$ cat config.mk
export PLATFORM = sky130hd
export DESIGN_NAME = imem_loadable
export DESIGN_NICKNAME = d
export VERILOG_FILES = /design/src/rtl/imem_loadable.sv
export SDC_FILE = /design/constraint.sdc
export NUM_CORES = 2
export LEC_CHECK = 0
export CAP_MARGIN = 15
export CORE_MARGIN = 2
export CORE_UTILIZATION = 55
export DETAILED_ROUTE_END_ITERATION = 10
export GPL_TIMING_DRIVEN = 0
export PLACE_DENSITY_LB_ADDON = 0.12
export SYNTH_ARGS = -nofsm -noshare
export SYNTH_HDL_FRONTEND = slang
export SYNTH_SLANG_ARGS = --single-unit
$ cat constraint.sdc
create_clock -name clk -period 6.6 [get_ports clk]
set_input_delay 0.99 -clock clk [delete_from_list [all_inputs] [get_ports clk]]
set_output_delay 0.99 -clock clk [all_outputs]
set_load 0.02 [all_outputs]
$ cat src/rtl/imem_loadable.sv
// imem_loadable: runtime-loadable instruction memory for the MIPS datapath.
//
// After reset the block walks every word and writes a NOP (all-zero) word
// into it, then raises ready.  From then on it serves one registered fetch
// and accepts one load per cycle.  A load and a fetch of the same word in
// the same cycle are write-first: the fetch returns the word being loaded.
//
// Optional feature (macro IMEM_PARITY_EN):
//   defined   - each word carries an even-parity bit; fetches recompute it
//               and flag a mismatch on parity_err.  load_par_inv inverts
//               the stored bit so the check can be exercised.
//   undefined - no parity storage; load_par_inv ignored; parity_err = 0.
//
// Ports:
//   clk           clock, all state changes on the rising edge
//   reset         synchronous active-high reset
//   fetch_en      fetch request this cycle
//   fetch_addr    word address to fetch
//   fetch_data    fetched word, registered
//   fetch_valid   fetch_data was updated by a request last cycle
//   load_en       write request this cycle
//   load_addr     word address to write
//   load_data     word to write
//   load_par_inv  invert the stored parity bit of this write
//   ready         clear finished; fetch and load accepted
//   load_err      one-cycle pulse: the load of last cycle was rejected
//   parity_err    qualifies fetch_valid: fetched word failed parity check
//
// States:
//   CLEAR | writing zero to word[ptr], ptr counts 0..DEPTH-1
//   RUN   | normal operation until next reset
module imem_loadable #(
    parameter int ADDR_W = 8,
    parameter int DATA_W = 16,
    parameter int DEPTH  = 256
) (
    input  logic              clk,
    input  logic              reset,
    input  logic              fetch_en,
    input  logic [ADDR_W-1:0] fetch_addr,
    output logic [DATA_W-1:0] fetch_data,
    output logic              fetch_valid,
    input  logic              load_en,
    input  logic [ADDR_W-1:0] load_addr,
    input  logic [DATA_W-1:0] load_data,
    input  logic              load_par_inv,
    output logic              ready,
    output logic              load_err,
    output logic              parity_err
);

    localparam int IDX_W = (DEPTH > 1) ? $clog2(DEPTH) : 1;
    localparam logic [ADDR_W:0] DEPTH_LIM = (ADDR_W + 1)'(DEPTH);
    localparam logic [IDX_W-1:0] PTR_LAST = IDX_W'(DEPTH - 1);

    typedef enum logic {CLEAR, RUN} state_t;

    state_t            state;
    state_t            state_next;
    logic [IDX_W-1:0]  ptr;
    logic [DATA_W-1:0] mem [0:DEPTH-1];

    logic              fetch_in;
    logic              load_in;
    logic              clr_we;
    logic              load_we;
    logic              hit;
    logic [IDX_W-1:0]  wr_idx;
    logic [DATA_W-1:0] wr_data;
    logic [DATA_W-1:0] rd_word;
    logic              perr_calc;

    // state register
    always_ff @(posedge clk) begin
        if (reset) state <= CLEAR;
        else       state <= state_next;
    end

    // next-state logic
    always_comb begin
        state_next = state;
        if (state == CLEAR && ptr == PTR_LAST) state_next = RUN;
    end

    // output / datapath control
    always_comb begin
        fetch_in = {1'b0, fetch_addr} < DEPTH_LIM;
        load_in  = {1'b0, load_addr} < DEPTH_LIM;
        clr_we   = (state == CLEAR);
        // ready (not state) gates requests, so nothing is accepted until
        // the cycle after the last word has been cleared.
        load_we  = ready && load_en && load_in;
        hit      = load_we && (fetch_addr == load_addr);
        wr_idx   = clr_we ? ptr : load_addr[IDX_W-1:0];
        wr_data  = clr_we ? '0 : load_data;
        rd_word  = hit ? load_data : mem[fetch_addr[IDX_W-1:0]];
    end

    always_ff @(posedge clk) begin
        if (reset)               ptr <= '0;
        else if (state == CLEAR) ptr <= ptr + 1'b1;
    end

    // Storage has no reset; the clear sequence initialises it.  Reset still
    // blocks writes so the reset cycle never alters memory.
    always_ff @(posedge clk) begin
        if (!reset && (clr_we || load_we)) mem[wr_idx] <= wr_data;
    end

`ifdef IMEM_PARITY_EN
    logic par_mem [0:DEPTH-1];
    logic wr_par;
    logic rd_par;

    always_comb begin
        wr_par    = clr_we ? 1'b0 : ((^load_data) ^ load_par_inv);
        rd_par    = hit ? ((^load_data) ^ load_par_inv)
                        : par_mem[fetch_addr[IDX_W-1:0]];
        perr_calc = (^rd_word) != rd_par;
    end

    always_ff @(posedge clk) begin
        if (!reset && (clr_we || load_we)) par_mem[wr_idx] <= wr_par;
    end
`else
    logic unused_par_inv;
    assign unused_par_inv = load_par_inv;
    assign perr_calc      = 1'b0;
`endif

    // registered outputs
    always_ff @(posedge clk) begin
        if (reset) begin
            fetch_data  <= '0;
            fetch_valid <= 1'b0;
            ready       <= 1'b0;
            load_err    <= 1'b0;
            parity_err  <= 1'b0;
        end else begin
            ready    <= (state == RUN);
            load_err <= load_en && !(ready && load_in);
            if (ready && fetch_en) begin
                fetch_valid <= 1'b1;
                if (fetch_in) begin
                    fetch_data <= rd_word;
                    parity_err <= perr_calc;
                end else begin
                    fetch_data <= '0;
                    parity_err <= 1'b0;
                end
            end else begin
                fetch_valid <= 1'b0;
                parity_err  <= 1'b0;
            end
        end
    end

endmodule

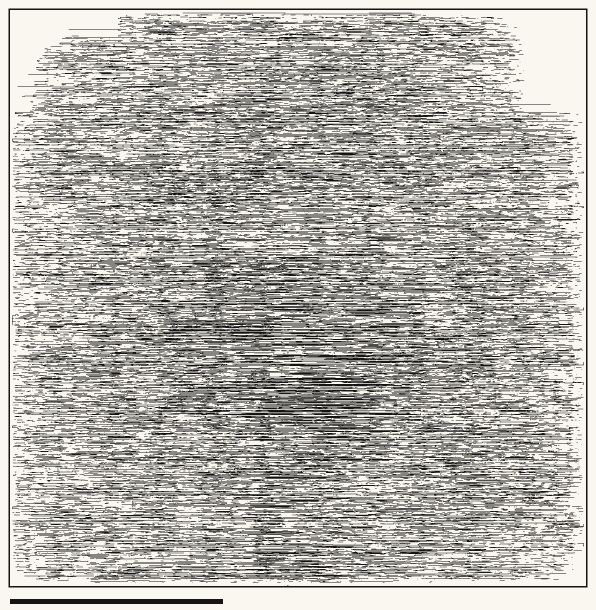
(images/m1.png)
Bar = 200 microns.
- longest straight run: 208 microns
- main direction: horizontal
- wire length on this layer: 216 mm

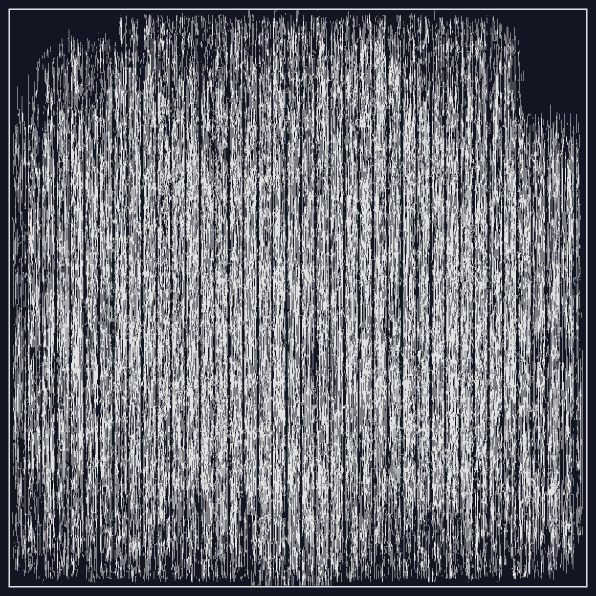
(images/m2.png)
- share of all routed wire: 42%
- main direction: vertical
- longest straight run: 278 microns
- nets with wire on the layer: 7275
- wire length on this layer: 287 mm

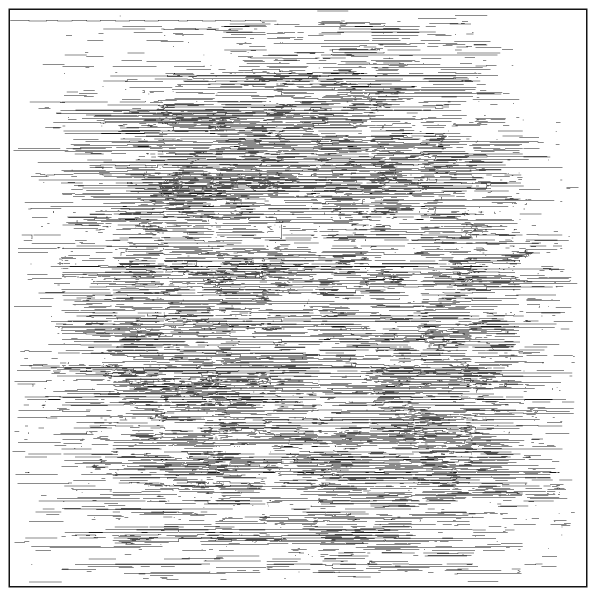
(images/m3.png)
- longest straight run: 353 microns
- main direction: horizontal

==> results.txt <==
yosys + openroad results -> failing checks=setup timing, Unique cell types=69, Largest cells by area=edfxtp_1 77%, mux4_2 16%, mux2i_1 1.0%, DP Worst Slack=-0.504 ns, Max-slew headroom=1.82%, 1st-pass router iterations=7, Post-synth mux share=17.2%, met1 usage=57.6%, Adders+Majority by Area=0.00786%, DR WL/cell=57.4 microns, global route hottest layer=met2, Mapped Area=159000 sq um, Clk pwr share=42.7%, Critical Path RT=7.47 ns, count leader, synth=edfxtp_1, DR WL met3=111 mm, flop share of the area=66.4%, Crit-path slowest cell=buf_2, Int Pwr=42.7 mW, clk_skew=0.0912 ns, Worst Hold Endpoint=load_err, WP buf/inv=6, switching share of power=23.3%, number of gates resized after CTS=0, post-route setup slack=-0.0832 ns, XOR/XNOR Area Share=0.0771%, Async S/R FF share, synth=0%, routed vias=92400, count of library flops with an enable pin=4096, total grt overflow=0, worst hold slack=0.523 ns, Reg power frac=51.0%, clock network area share=7.24%, filler cell count=18900, outcome=complete, but fails checks, Switch Pwr=13.0 mW, commonest cells in the netlist=4096 x edfxtp_1, 1127 x mux4_2, 339 x nor2_1, final setup violation count=4, Leading power group=registers
Power is estimated from default activity; no workload was simulated.
